## src/rtl/exception_ctrl_pkg.sv

```systemverilog
// Shared opcodes, state and cause encodings for the decode-stage exception controller.
package exception_ctrl_pkg;

    localparam logic [4:0] OP_SIIC = 5'b00010;
    localparam logic [4:0] OP_RTI  = 5'b00011;

    localparam logic [15:0] HANDLER_ADDR_DEF = 16'h0002;

    typedef enum logic [1:0] {
        RUN     = 2'd0,
        HANDLER = 2'd1,
        FAULT   = 2'd2
    } excState_t;

    typedef enum logic [1:0] {
        CAUSE_NONE    = 2'd0,
        CAUSE_SIIC    = 2'd1,
        CAUSE_ILLEGAL = 2'd2,
        CAUSE_FAULT   = 2'd3
    } excCause_t;

endpackage

```

## src/rtl/exception_ctrl_epc_reg.sv

```systemverilog
// WIDTH-bit register with synchronous reset and load enable.
module exception_ctrl_epc_reg #(
    parameter int WIDTH = 16
) (
    input  logic             clk,
    input  logic             rst,
    input  logic             load,
    input  logic [WIDTH-1:0] d,
    output logic [WIDTH-1:0] q
);

    always_ff @(posedge clk) begin
        if (rst) begin
            q <= '0;
        end else if (load) begin
            q <= d;
        end
    end

endmodule

```

## src/rtl/exception_ctrl.sv

```systemverilog
// Decode-stage exception controller: SIIC/illegal traps, RTI, double-fault detection.
// Optional macro EXC_CAUSE_EN adds the registered exc_cause output.
module exception_ctrl
    import exception_ctrl_pkg::*;
#(
    parameter int                 OP_SIZE      = 5,
    parameter int                 WIDTH        = 16,
    parameter logic [WIDTH-1:0]   HANDLER_ADDR = WIDTH'(HANDLER_ADDR_DEF)
) (
    input  logic               clk,
    input  logic               rst,
    input  logic               id_valid,
    input  logic               id_stall,
    input  logic [OP_SIZE-1:0] id_opcode,
    input  logic               id_invalid_op,
    input  logic [WIDTH-1:0]   id_pc_plus2,
    output logic               exc_redirect,
    output logic [WIDTH-1:0]   exc_target,
    output logic               flush_if_id,
    output logic [WIDTH-1:0]   epc,
    output logic               in_handler,
    output logic               err
`ifdef EXC_CAUSE_EN
    ,
    output logic [1:0]         exc_cause
`endif
);

    excState_t        state;
    excState_t        stateNext;
    logic             accept;
    logic             isTrap;
    logic             isRet;
    logic             epcLoad;
    logic             tgtLoad;
    logic [WIDTH-1:0] tgtVal;
    logic             redirNext;
    logic             errNext;

    // The ID instruction seen during a redirect cycle is wrong-path.
    assign accept = id_valid & ~id_stall & ~exc_redirect;
    assign isTrap = accept
                  & (id_invalid_op | (id_opcode == OP_SIZE'(OP_SIIC)));
    assign isRet  = accept
                  & ~id_invalid_op & (id_opcode == OP_SIZE'(OP_RTI));

    always_comb begin
        stateNext = state;
        epcLoad   = 1'b0;
        tgtLoad   = 1'b0;
        tgtVal    = HANDLER_ADDR;
        redirNext = 1'b0;
        errNext   = err;
        unique case (state)
            RUN: begin
                if (isTrap) begin
                    epcLoad   = 1'b1;
                    tgtLoad   = 1'b1;
                    redirNext = 1'b1;
                    stateNext = HANDLER;
                end else if (isRet) begin
                    errNext   = 1'b1;
                    stateNext = FAULT;
                end
            end
            HANDLER: begin
                if (isRet) begin
                    tgtLoad   = 1'b1;
                    tgtVal    = epc;
                    redirNext = 1'b1;
                    stateNext = RUN;
                end else if (isTrap) begin
                    errNext   = 1'b1;
                    stateNext = FAULT;
                end
            end
            FAULT: begin
                errNext = 1'b1;
            end
            default: begin
                errNext   = 1'b1;
                stateNext = FAULT;
            end
        endcase
    end

    always_ff @(posedge clk) begin
        if (rst) begin
            state        <= RUN;
            exc_redirect <= 1'b0;
            flush_if_id  <= 1'b0;
            err          <= 1'b0;
        end else begin
            state        <= stateNext;
            exc_redirect <= redirNext;
            flush_if_id  <= redirNext;
            err          <= errNext;
        end
    end

    exception_ctrl_epc_reg #(.WIDTH(WIDTH)) uEpc (
        .clk  (clk),
        .rst  (rst),
        .load (epcLoad),
        .d    (id_pc_plus2),
        .q    (epc)
    );

    exception_ctrl_epc_reg #(.WIDTH(WIDTH)) uTarget (
        .clk  (clk),
        .rst  (rst),
        .load (tgtLoad),
        .d    (tgtVal),
        .q    (exc_target)
    );

    assign in_handler = (state == HANDLER);

`ifdef EXC_CAUSE_EN
    logic [1:0] causeNext;

    always_comb begin
        causeNext = exc_cause;
        if (state == RUN && isTrap) begin
            causeNext = id_invalid_op ? CAUSE_ILLEGAL : CAUSE_SIIC;
        end else if (state == RUN && isRet) begin
            causeNext = CAUSE_FAULT;
        end else if (state == HANDLER && isRet) begin
            causeNext = CAUSE_NONE;
        end else if (state == HANDLER && isTrap) begin
            causeNext = CAUSE_FAULT;
        end
    end

    always_ff @(posedge clk) begin
        if (rst) begin
            exc_cause <= CAUSE_NONE;
        end else begin
            exc_cause <= causeNext;
        end
    end
`endif

endmodule

```

## config.mk

```make
export PLATFORM = sky130hd
export DESIGN_NAME = exception_ctrl
export DESIGN_NICKNAME = d
export VERILOG_FILES = /design/src/rtl/exception_ctrl_pkg.sv /design/src/rtl/exception_ctrl_epc_reg.sv /design/src/rtl/exception_ctrl.sv
export SDC_FILE = /design/constraint.sdc
export NUM_CORES = 1
export LEC_CHECK = 0
export CAP_MARGIN = 10
export CELL_PAD_IN_SITES_DETAIL_PLACEMENT = 1
export CELL_PAD_IN_SITES_GLOBAL_PLACEMENT = 1
export CORE_MARGIN = 8
export CORE_UTILIZATION = 28
export CTS_BUF_LIST = sky130_fd_sc_hd__clkbuf_16
export CTS_CLUSTER_SIZE = 24
export DETAILED_ROUTE_END_ITERATION = 8
export GPL_TIMING_DRIVEN = 0
export PLACE_DENSITY = 0.79
export SLEW_MARGIN = 15
export SYNTH_ARGS = -nofsm -noshare
export SYNTH_HDL_FRONTEND = slang
export SYNTH_HIERARCHICAL = 1
export SYNTH_SLANG_ARGS = --single-unit
export TNS_END_PERCENT = 10
```

## constraint.sdc

```tcl
create_clock -name clk -period 1.6 [get_ports clk]
set_input_delay 0.16 -clock clk [delete_from_list [all_inputs] [get_ports clk]]
set_output_delay 0.16 -clock clk [all_outputs]
set_load 0.01 [all_outputs]
```

clocks.png
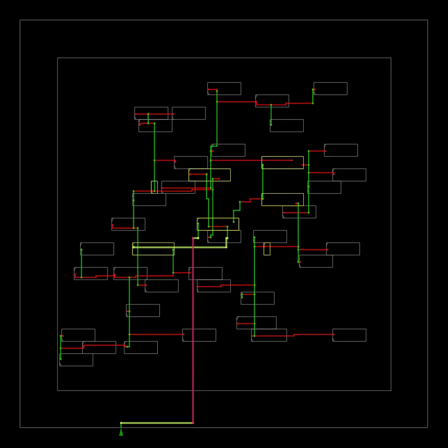
Insertion Delay late pin: 0.27 ns
number of sinks on the clock net: 36
clk pwr: 0.900 mW
registers: 36
clock skew: 0.002682 ns

==> run notes <==
impl run done, here's what came out: WHS 0.4724 ns, CTS buffer count 5, Least-Margin Pin Slew 0.3378 ns, Log Warnings 27, post-DR wirelength/cell 15.91 um, CTS tree done, period utilization 102.5%, Mapped Nets 176, number of routed nets with antenna violations 0, Worst-path clk slew 0.05 ns, WHS Path Cells 4, Slew Viols, Final 0, Worst setup EP type flop, Setup WS pre-CTS -0.6141 ns, drt drc 0, largest net degree at the start of global routing 11, core area 0.005405 mm2, Final #Nets 253, area leader, netlist dfxtp_1, initial drt markers 26, share of cells above drive strength 1 16.30%, vias in the first global route 1329, ys flops 36, CP Launch Type flop, Setup Viol. Count Final 2, mapped cell area 0.001531 mm2, Tmin final 1.639 ns, Lkg Pwr 0.9596 nW, Worst Path Max Fanout 8, Port Buffers 61, CP cell instances nor2_4 > a21oi_4 > a211oi_4 > buf_6 > buf_12 > mux2i_2 > nor2_1, worst endpoint data arrival time 1.80 ns, Max Clock Freq 610.0 MHz, CP required 1.76 ns, status finished, violations left, area share, top type 47.06%, all-layer global routing usage 11.39%, Yosys warning count 6, Non-Filler Instances 299, Root Driver clkbuf_16, CP max stage delay 0.39 ns, global-route wire length before repair 7389 um, crit path kind reg2reg, Die Span X 89.96 um, worst hold path type in2reg, Yosys cell types 24, # diodes 0, Rows 27, DIE AREA 0.008092 mm2, total congestion overflow 0, placer congestion estimate 0.7005, Synth Flop Type dfxtp_1, RSZ-0062 raised after global routing yes, P&R area growth vs syn 65.85%, H-tree levels 2, initial antenna violation count 0, Async SR Flop Fraction 0%, Yosys Instances 150, Setup TNS -0.06226 ns, Total Power 2.098 mW, FP Core Util 28.33%, DR pass1 iterations 4, IR drop worst, VDD 0.4648 mV, fin worst setup slack -0.03930 ns, Crit-path slowest cell dfxtp_4, FF-to-FF path depth 7, headroom to the max-slew limit 77.48%, synthesis area per yosys 0.001531 mm2, area post-placement 0.002237 mm2, cell with the most instances after synthesis dfxtp_1, max cap viols 0, HPWL after DPL 3314 um, violated checks setup timing, Mapped Cells 150, Post-synth EDFFs 0, Area contributors post-synth dfxtp_1 47%, mux2i_1 21%, nor2_1 8.6%, placed insts 283, top cells by count 36 x dfxtp_1, 35 x nor2_1, 32 x mux2i_1
layer_met2.png
Scale bar: 20 um.
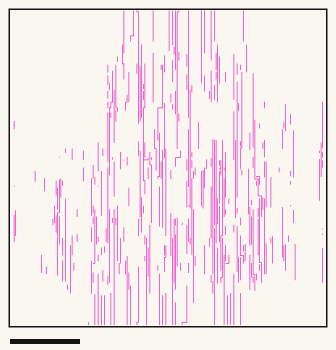
- longest straight run: 38.9 um
- nets with wire on the layer: 226
- wire length on this layer: 2520 um
- share of all routed wire: 53%
DR vias: 1315
Total Routed Length: 4757 um
met2 usage in global routing: 20.37%

[layout by cell type (no fill, tap or decap), types with 2 or more instances in the layout]
master	n
dlymetal6s2s_1	2
a21oi_1	2
nor2_1	33
clkbuf_16	5
nor2_4	2
mux2i_1	31
buf_12	3
nor3_4	2
clkdlybuf4s50_1	54
clkinv_1	2
buf_4	8
buf_2	4
buf_1	2
buf_6	3
nor2b_1	3
dfxtp_1	34
dlygate4sd2_1	2
and2_1	15
[sequential cells by signal (all words and copies together), names as in the netlist]
name / cells
flush_if_id: 1
err: 1
uEpc/q: 16
uTarget/q: 16
state: 2
[metal layers]
| layer | vias to the layer above | wire [um] | GRT usage [%] |
|---|---|---|---|
| met3 | 2 | 224 | 3.574 |
| met1 | 631 | 1975 | 12.41 |
| met4 | 0 | 40 | 3.745 |
| met5 | - | 0 | 0 |
| li1 | 650 | - | - |
| met2 | 32 | 2516 | 20.37 |
[cell type report]
| class | count | area [um2] |
|---|---|---|
| fillers | 605 | 2865 |
| multi-input cells | 103 | 785.8 |
| flip-flops and latches | 36 | 725.7 |
| repair buffers | 70 | 703.2 |
| clock buffers | 5 | 125.1 |
| plain buffers | 10 | 98.84 |
| well taps | 72 | 90.09 |
| clock inverters | 2 | 7.507 |
| inverters | 1 | 3.754 |
[path summary, 6_finish.rpt]
kind	start	endpoint	slack, ns
setup / recovery	state[0]	uTarget/q[12]	-0.04
hold / removal	id_invalid_op	state[1]	0.47
setup reg to reg	state[0]	uTarget/q[12]	-0.04
hold reg to reg	uTarget/q[14]	uTarget/q[14]	0.49
[repair_timing]
action	CTS	global route
hold buffers	0	0
setup endpoints to repair	33	27
resized	20	13
gates cloned	1	0
pin swaps	5	7
buffers inserted	6	2
[power by group]
| group | internal [mW] | total, mW | switching [mW] |
|---|---|---|---|
| clock network | 0.557 | 0.900 | 0.344 |
| registers | 0.916 | 0.935 | 0.0188 |
| logic | 0.155 | 0.262 | 0.107 |
| total | 1.63 | 2.10 | 0.470 |
[worst max-delay path: cells and delay by family, from the launching register on]
kind | cells | cell delay [ns]
AOI/OAI and AO/OA | 2 | 0.41
buffers and inverters | 2 | 0.32
muxes | 1 | 0.21
and+or+nand+nor | 2 | 0.19
DFF | 1 | 0.39
[kinds of logic after synthesis]
kind of cell / synth area share [%]
and+or+nand+nor: 21.98
DFF: 47.06
muxes: 20.92
buffers and inverters: 6.699
AOI/OAI and AO/OA: 3.350
No activity file was given, so power comes from the tool's default toggle rates.
